==> config.mk <==
export PLATFORM = sky130hd
export DESIGN_NAME = cs_stream_seq
export DESIGN_NICKNAME = d
export VERILOG_FILES = /design/src/rtl/cs_pkg.sv /design/src/rtl/cs_out_fifo.sv /design/src/rtl/cs_stream_seq.sv
export SDC_FILE = /design/constraint.sdc
export NUM_CORES = 1
export LEC_CHECK = 0
export CAP_MARGIN = 30
export CORE_UTILIZATION = 50
export CTS_CLUSTER_SIZE = 10
export DETAILED_ROUTE_END_ITERATION = 10
export PLACE_DENSITY = 0.76
export RECOVER_POWER = 50
export SYNTH_ARGS = -nofsm -noshare
export SYNTH_HDL_FRONTEND = slang
export SYNTH_SLANG_ARGS = --single-unit
==> constraint.sdc <==
create_clock -name clk -period 2.9 [get_ports clk]
set_input_delay 0.58 -clock clk [delete_from_list [all_inputs] [get_ports clk]]
set_output_delay 0.58 -clock clk [all_outputs]
set_load 0.03 [all_outputs]
class_map.png
Bar = 20 µm.
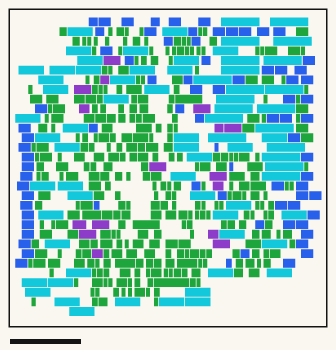
class	color	cells	share of their area
clock drivers and dummy loads	purple	16	4.1%
registers	cyan	70	35%
remaining buffers and delay cells	blue	78	16%
remaining logic cells	green	326	45%
floorplan row count: 31
area inside the core boundary: 0.00729 mm²

congestion_map.png
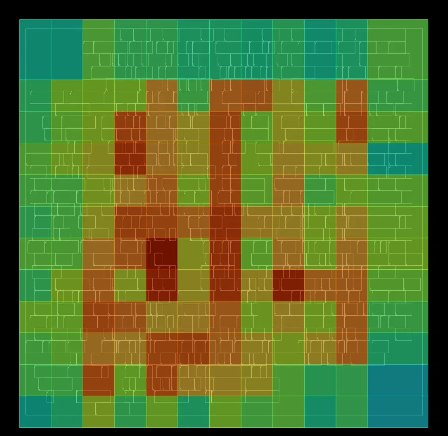
Global Route met2 Usage: 40.6%
post-layout utilization of the core: 64.2%
GRT Overall Usage: 23.7%

sizing.png
Bar = 20 µm.
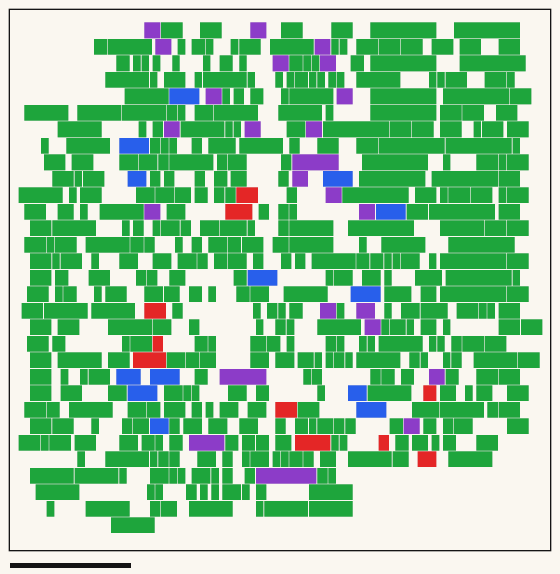
size	color	cells	share	most used
x1 and smaller	green	443	90%	nor2_1
x3 and x4	purple	24	4.9%	buf_4
x6 and larger	blue	13	2.7%	clkbuf_8
x2	red	10	2.0%	clkbuf_2
min setup slack post-route: 228 ps
number of signal-net buffers in the layout: 78
final instance area: 0.00468 mm²
area growth from synthesis to layout: 23.5%

gates.png
Bar = 20 µm.
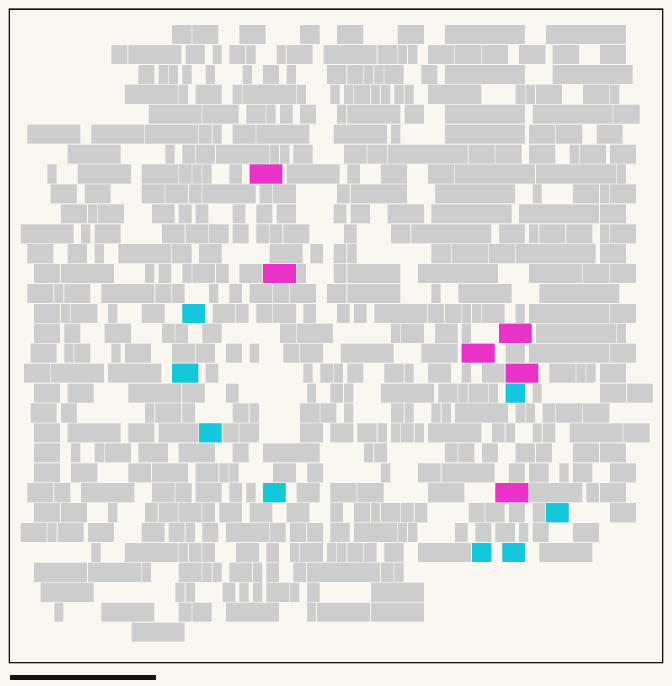
family	color	cells
fa/ha/maj cells	magenta	6
non-inverting ao/oa cells	cyan	8
post-route insts no fill: 589
fraction of area in multi-input gates: 43.1%
Commonest Layout Cell: sky130_fd_sc_hd__nor2_1

==> metrics.yaml <==
fillerInstances: 656
share_of_the_clock_period_used_by_the_worst_path_pct: 92.1
path_class: "reg2out"
ys_seq_share_pct: 42.3
reg2reg_depth: 7
whs_path_depth: 2
synth-edff-count: 20
wire_length_of_the_first_global_routing_pass_um: 14200
final-hold-violation-count: 0
whs_ps: 514
grt_remaining_overflow: 0
place_worst_setup_slack_ps: 322
detail_route.iter0.violations: 177
regArea_mm2: 0.00160
stage_log_warnings: 29
min_path_type: "reg2reg"
tns_ps: 0
setup.worst_path.start_class: "flip-flop"
worstSkewPairLatency_ps: 350
critPathBufInv: 2
maxClockFrequency_mhz: 374
slew_headroom_pct: 35.5
finalWorstPathRequiredPeriod_ps: 2670
antennaDiodeCount: 0
unrepaired_setup_endpoints_after_global_routing: "no"
run_status: "complete, no violations"
routed-via-count: 3260
post-dp-hpwl_um: 6680
yosys-stat-cells: 426
adder_share_pct: 1.98
cts-resized-gates: 0
p_leak_nw: 1.83
power.density_mw_per_mm2: 709
top_area_share_pct: 26.4
cp_data_arrival_time_ps: 2090
synth_top_flop_cell: "sky130_fd_sc_hd__dfxtp_1"
per_instance_average_area_after_synthesis_um2: 8.89
post_synth_main_area_contributors: "sky130_fd_sc_hd__dfxtp_1, sky130_fd_sc_hd__edfxtp_1, sky130_fd_sc_hd__mux2i_1"
grt_max_degree: 48
synth_area_mm2: 0.00379
die.size.y_um: 89.0
cts-root-buf: "sky130_fd_sc_hd__clkbuf_8"
synth-area-yosys_mm2: 0.00379
post-synth-top-count-cell: "sky130_fd_sc_hd__nor2_1"
power_mw: 3.32
postSynthRegisterBits: 70
fp.dieArea_mm2: 0.00793
tritoncts: "done"
postRouteWirelength_um: 9080
slowest_delay_ps: 690
postRouteAntennaNets: 0
cts.repair_timing.setup_buffer_count: 0
synth.cellmix.xorXnorShare_pct: 5.78
slowest_library_cell_on_the_worst_path: "sky130_fd_sc_hd__clkdlybuf4s50_1"
layout_top_cells: "sky130_fd_sc_hd__nor2_1, sky130_fd_sc_hd__nand2_1, sky130_fd_sc_hd__dfxtp_1, sky130_fd_sc_hd__clkdlybuf4s50_1, sky130_fd_sc_hd__mux2i_1"
crit_path_required_time_ps: 2320
## power breakdown
group / internal, mW / switching (mW)
clock network: 0.326 / 0.411
registers: 1.10 / 0.110
logic: 0.559 / 0.809
## layer usage
metal / GRT usage [%] / vias to the layer above / routed length [µm]
li1: - / 1624 / -
met4: 10.4 / 0 / 213
met1: 29.4 / 1492 / 3920
met2: 40.6 / 125 / 4400
met3: 4.25 / 19 / 559
met5: 0 / - / 0
## cell type report
class | count | share of cell area [%]
repair buffers | 78 | 15.3
clock inverters | 7 | 1.31
clock buffers | 9 | 2.65
flip-flops and latches | 70 | 34.2
multi-input cells | 317 | 43.1
inverters | 9 | 0.722
well taps | 99 | 2.65
Power and IR drop assume default switching activity.
